$ cat src/rtl/byte_to_word_packer.sv
// Packs a stream of bytes into 8/16/32-bit little-endian words.
// Optional flush input: define PACKER_FLUSH_EN.
module byte_to_word_packer #(
  parameter int IN_W  = 8,
  parameter int OUT_W = 32
) (
  input  logic             clk,
  input  logic             reset_L,
  input  logic [1:0]       mode,
  input  logic             in_valid,
  input  logic [IN_W-1:0]  in_data,
`ifdef PACKER_FLUSH_EN
  input  logic             flush,
`endif
  output logic             out_valid,
  output logic [OUT_W-1:0] out_data,
  output logic [2:0]       out_bytes,
  output logic             busy
);

  logic [OUT_W-1:0] acc_q, acc_d;
  logic [1:0]       cnt_q, cnt_d;
  logic [1:0]       wmode_q, wmode_d;
  logic             ov_q, ov_d;
  logic [OUT_W-1:0] od_q, od_d;
  logic [2:0]       ob_q, ob_d;
  logic             busy_q;

  logic [1:0]       eff_mode;
  logic [1:0]       last;
  logic [4:0]       shamt;
  logic [OUT_W-1:0] merged;
  logic             emit;
  logic [OUT_W-1:0] emit_word;
  logic [2:0]       emit_n;

  // Mode in force for this byte: live mode at word start, latched otherwise.
  always_comb begin
    eff_mode = (cnt_q == 2'd0) ? mode : wmode_q;
    unique case (eff_mode)
      2'b01:   last = 2'd1;
      2'b10:   last = 2'd3;
      default: last = 2'd0;
    endcase
    shamt  = {cnt_q, 3'b000};
    merged = acc_q | ({{(OUT_W-IN_W){1'b0}}, in_data} << shamt);
  end

  // Next-state: accumulate bytes, emit a word on completion or flush.
  always_comb begin
    acc_d     = acc_q;
    cnt_d     = cnt_q;
    wmode_d   = wmode_q;
    ov_d      = 1'b0;
    od_d      = od_q;
    ob_d      = ob_q;
    emit      = 1'b0;
    emit_word = '0;
    emit_n    = 3'd0;
    if (in_valid) begin
      if (cnt_q == 2'd0) wmode_d = mode;
      if (cnt_q == last) begin
        emit      = 1'b1;
        emit_word = merged;
        emit_n    = {1'b0, last} + 3'd1;
      end else begin
        acc_d = merged;
        cnt_d = cnt_q + 2'd1;
      end
    end
`ifdef PACKER_FLUSH_EN
    if (flush && !emit) begin
      if (in_valid) begin
        emit      = 1'b1;
        emit_word = merged;
        emit_n    = {1'b0, cnt_q} + 3'd1;
      end else if (cnt_q != 2'd0) begin
        emit      = 1'b1;
        emit_word = acc_q;
        emit_n    = {1'b0, cnt_q};
      end
    end
`endif
    if (emit) begin
      ov_d  = 1'b1;
      od_d  = emit_word;
      ob_d  = emit_n;
      acc_d = '0;
      cnt_d = 2'd0;
    end
  end

  // State and output registers; reset discards any partial word.
  always_ff @(posedge clk or negedge reset_L) begin
    if (!reset_L) begin
      acc_q   <= '0;
      cnt_q   <= 2'd0;
      wmode_q <= 2'b00;
      ov_q    <= 1'b0;
      od_q    <= '0;
      ob_q    <= 3'd0;
      busy_q  <= 1'b0;
    end else begin
      acc_q   <= acc_d;
      cnt_q   <= cnt_d;
      wmode_q <= wmode_d;
      ov_q    <= ov_d;
      od_q    <= od_d;
      ob_q    <= ob_d;
      busy_q  <= (cnt_d != 2'd0);
    end
  end

  assign out_valid = ov_q;
  assign out_data  = od_q;
  assign out_bytes = ob_q;
  assign busy      = busy_q;

endmodule

$ cat config.mk
export PLATFORM = sky130hd
export DESIGN_NAME = byte_to_word_packer
export DESIGN_NICKNAME = d
export VERILOG_FILES = /design/src/rtl/byte_to_word_packer.sv
export SDC_FILE = /design/constraint.sdc
export NUM_CORES = 1
export LEC_CHECK = 0
export CAP_MARGIN = 20
export CORE_UTILIZATION = 45
export DETAILED_ROUTE_END_ITERATION = 8
export GPL_ROUTABILITY_DRIVEN = 0
export GPL_TIMING_DRIVEN = 0
export PLACE_DENSITY = 0.66
export SYNTH_ARGS = -nofsm -noshare
export SYNTH_HDL_FRONTEND = slang
export SYNTH_SLANG_ARGS = --single-unit
$ cat constraint.sdc
create_clock -name clk -period 3.8 [get_ports clk]
set_input_delay 1.14 -clock clk [delete_from_list [all_inputs] [get_ports clk]]
set_output_delay 1.14 -clock clk [all_outputs]
set_load 0.01 [all_outputs]
==> run_1/layer_met1.png <==
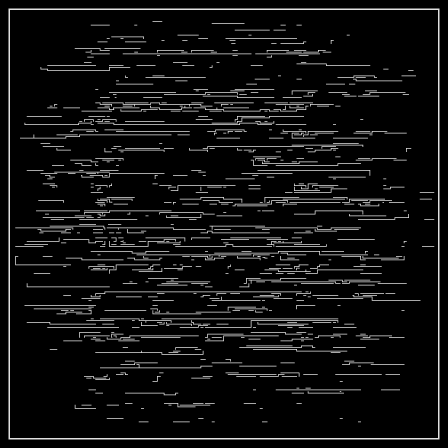
main direction: horizontal
wire length on this layer: 2,990 um
longest straight run: 39.6 um
nets with wire on the layer: 325
share of all routed wire: 46%

==> run_1/layer_met2.png <==
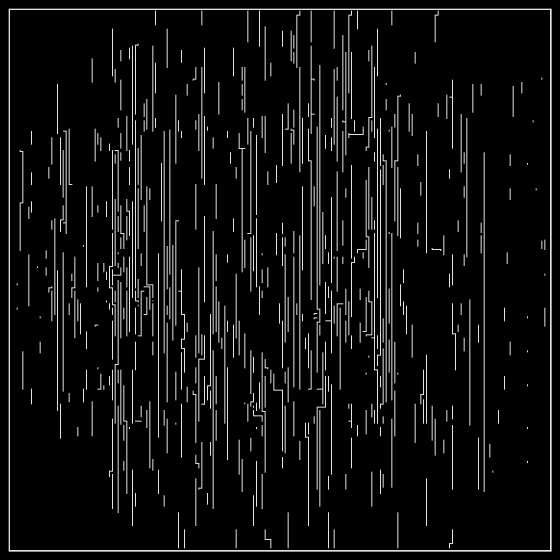
main direction: vertical
wire length on this layer: 2,960 um

==> run_1/layer_met3.png <==
Scale bar: 20 um. Cells faint in the background.
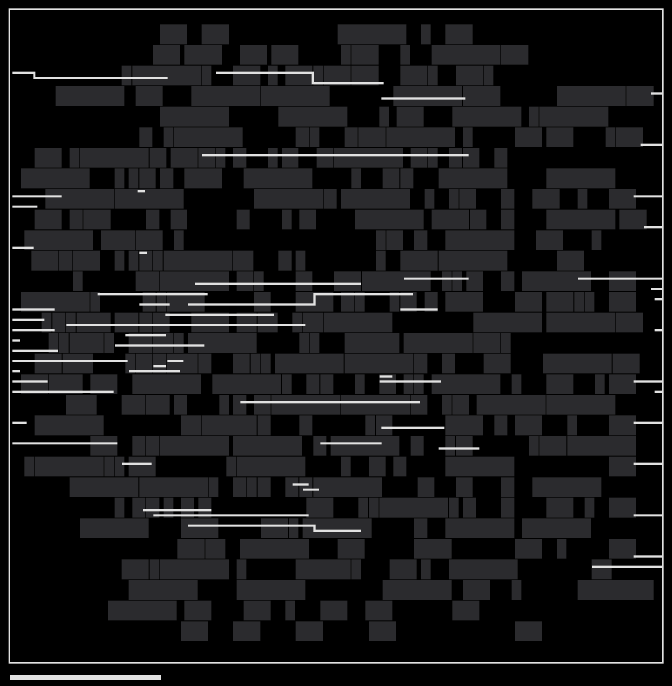
share of all routed wire: 7.5%
main direction: horizontal
nets with wire on the layer: 50
longest straight run: 35.0 um

==> qor.log, run 1 <==
qor: routing.routedWlPerCell 14.5 um
qor: cells_and_area.layout.area.seq 1830 um^2
qor: cells_and_area.flops 73
qor: cells_and_area.number_of_antenna_repair_diodes 0
qor: logic_synthesis.post_synth_fa_ha_maj_area_fraction 1.57%
qor: floorplanning.tapcell.inserted 96
qor: floorplanning.core_area 6830 um^2
qor: pwr.p_sw_share 36.4%
qor: flow_run.warning_count 28
qor: floorplanning.fp_util 46.7%
qor: cells_and_area.layout-drive-gt1-share 9.58%
qor: clock_tree.postCtsResizedCells 0
qor: pwr.pwr-share-comb 48.7%
qor: setup_path.crit_chain clkdlybuf4s50_1 > mux2i_1 > inv_1 > ha_1 > xnor2_1 > or3_4 > clkinv_2 > buf_12 > buf_12 > mux2i_1
qor: pwr.power_leakage 1.78 nW
qor: logic_synthesis.syn_avg_cell_area 10.7 um^2
qor: placed_design.placement.setup.worst_slack 0.348 ns
qor: cells_and_area.comb_cell_area 1040 um^2
qor: setup_path.timing.critical_path.required 4.07 ns
qor: logic_synthesis.synth_stat.cells 299
qor: grt.gr-usage-met2 29.3%
qor: logic_synthesis.synth.largest_area_cell sky130_fd_sc_hd__dfrtp_1
qor: floorplanning.ioPinCount 50
qor: min_path.min_from acc_q[19]
qor: cells_and_area.finish.instance_area 3910 um^2
qor: cells_and_area.final_util 57.3%
qor: floorplanning.die.size.x 86.2 um
qor: setup_path.cp_data_arrival_time 3.35 ns
qor: cells_and_area.layout.cells.non_filler 451
qor: setup_path.crit-reg2reg-capture out_data[16]
qor: cells_and_area.largest_cell_class registers
qor: logic_synthesis.largest_cells_by_area sky130_fd_sc_hd__dfrtp_1 (57%), sky130_fd_sc_hd__mux2i_1 (11%), sky130_fd_sc_hd__a21oi_1 (6.9%)
qor: routing.antenna_violating_nets_post_route 0
qor: placed_design.placement.cell_area 3730 um^2
qor: run_status.status completed
qor: sta.relative_slew_slack 63.1%
qor: setup_path.crit_path_end_kind flip-flop
qor: sta.fin_tns_setup 0 ns
qor: sta.worst_clock_skew 0.00546 ns
==> inputs of run 2 (changes only) <==
clock period = 3.1 ns   (was 3.8 ns; I/O delays follow)
==> run 2 against run 1 <==
Effect of this change:
- routed wire length unchanged
- combinational power increased by 23%
- synthesized cell count unchanged
- total power increased by 23%
- critical path type unchanged
- critical endpoint unchanged
==> qor.log, run 2 <==
qor: run_status.status completed [unchanged]
qor: placed_design.placement.setup.worst_slack -0.142 ns [was 0.348 ns]
qor: clock_tree.postCtsResizedCells 0 [unchanged]
qor: routing.routedWlPerCell 14.5 um [unchanged]
qor: logic_synthesis.number_of_flops_mapped_to_enable_cells_by_yosys 0 [unchanged]
qor: cells_and_area.finish.instance_area 3910 um^2 [unchanged]
qor: setup_path.crit_type primary input to flip-flop [unchanged]
qor: sta.period_minus_slack 2.87 ns
qor: cells_and_area.area.share.combinational 26.5% [unchanged]
qor: setup_path.crit_path_end_kind flip-flop [unchanged]
qor: setup_path.crit_chain clkdlybuf4s50_1 > mux2i_1 > inv_1 > ha_1 > xnor2_1 > or3_4 > clkinv_2 > buf_12 > buf_12 > mux2i_1 [unchanged]
qor: setup_path.cp_data_arrival_time 3.14 ns [was 3.35 ns]
qor: cells_and_area.clock_area_share 4.60% [unchanged]
qor: pwr.p_sw_share 36.4% [about the same]
qor: floorplanning.tapcell.inserted 96 [unchanged]
qor: grt.gr-usage-met2 29.3% [unchanged]
qor: placed_design.placement.cell_area 3730 um^2 [unchanged]
qor: cells_and_area.layout.area.seq 1830 um^2 [unchanged]
qor: pwr.pwr-share-comb 48.7% [about the same]
qor: flow_run.warning_count 28 [unchanged]
qor: floorplanning.fp_util 46.7% [unchanged]
qor: setup_path.timing.critical_path.required 3.37 ns [was 4.07 ns]
qor: sta.fin_tns_setup 0 ns [unchanged]
qor: setup_path.crit-reg2reg-capture out_data[16] [unchanged]
qor: cells_and_area.layout.cells.non_filler 451 [unchanged]
qor: logic_synthesis.synth.largest_area_cell sky130_fd_sc_hd__dfrtp_1 [unchanged]
qor: logic_synthesis.syn_avg_cell_area 10.7 um^2 [unchanged]
qor: cells_and_area.largest_cell_class registers [unchanged]
qor: floorplanning.die.size.x 86.2 um [unchanged]
qor: routing.wl 6.55 mm [unchanged]
qor: logic_synthesis.post_synth_fa_ha_maj_area_fraction 1.57% [unchanged]
qor: sta.worst_clock_skew 0.00546 ns [unchanged]
qor: setup_path.cp_max_fo 10 [unchanged]
qor: logic_synthesis.xor_area_share 0.824% [unchanged]
qor: cells_and_area.final_util 57.3% [unchanged]
qor: cells_and_area.comb_cell_area 1040 um^2 [unchanged]
qor: floorplanning.core_area 6830 um^2 [unchanged]
qor: logic_synthesis.postSynthCellCount 299 [unchanged]
qor: cells_and_area.layout-drive-gt1-share 9.58% [unchanged]
qor: sta.relative_slew_slack 63.1% [unchanged]
qor: logic_synthesis.largest_cells_by_area sky130_fd_sc_hd__dfrtp_1 (57%), sky130_fd_sc_hd__mux2i_1 (11%), sky130_fd_sc_hd__a21oi_1 (6.9%) [unchanged]
qor: floorplanning.ioPinCount 50 [unchanged]
qor: logic_synthesis.synth_stat.cells 299 [unchanged]
==> run_2/layer_met3.png <==
Scale bar: 20 um. Cells faint in the background.
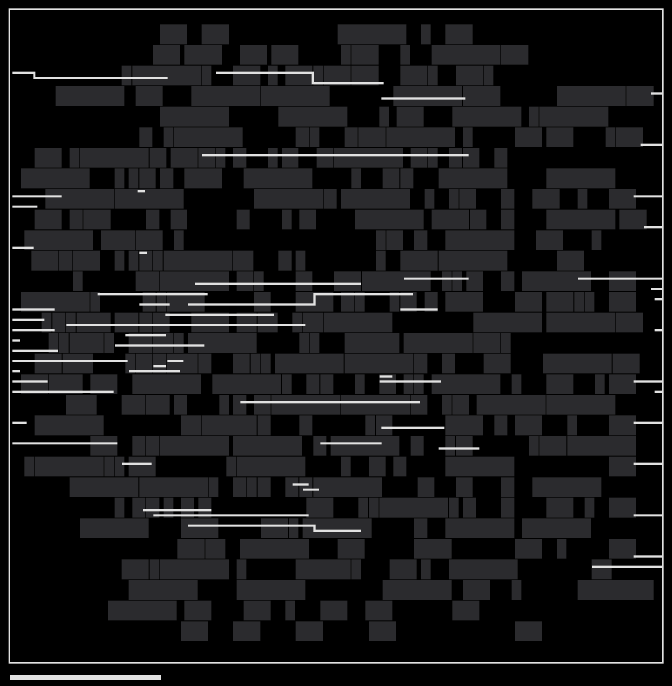
share of all routed wire: 7.5%
wire length on this layer: 489 um
nets with wire on the layer: 50
longest straight run: 35.0 um
main direction: horizontal

Power and IR drop assume default switching activity.
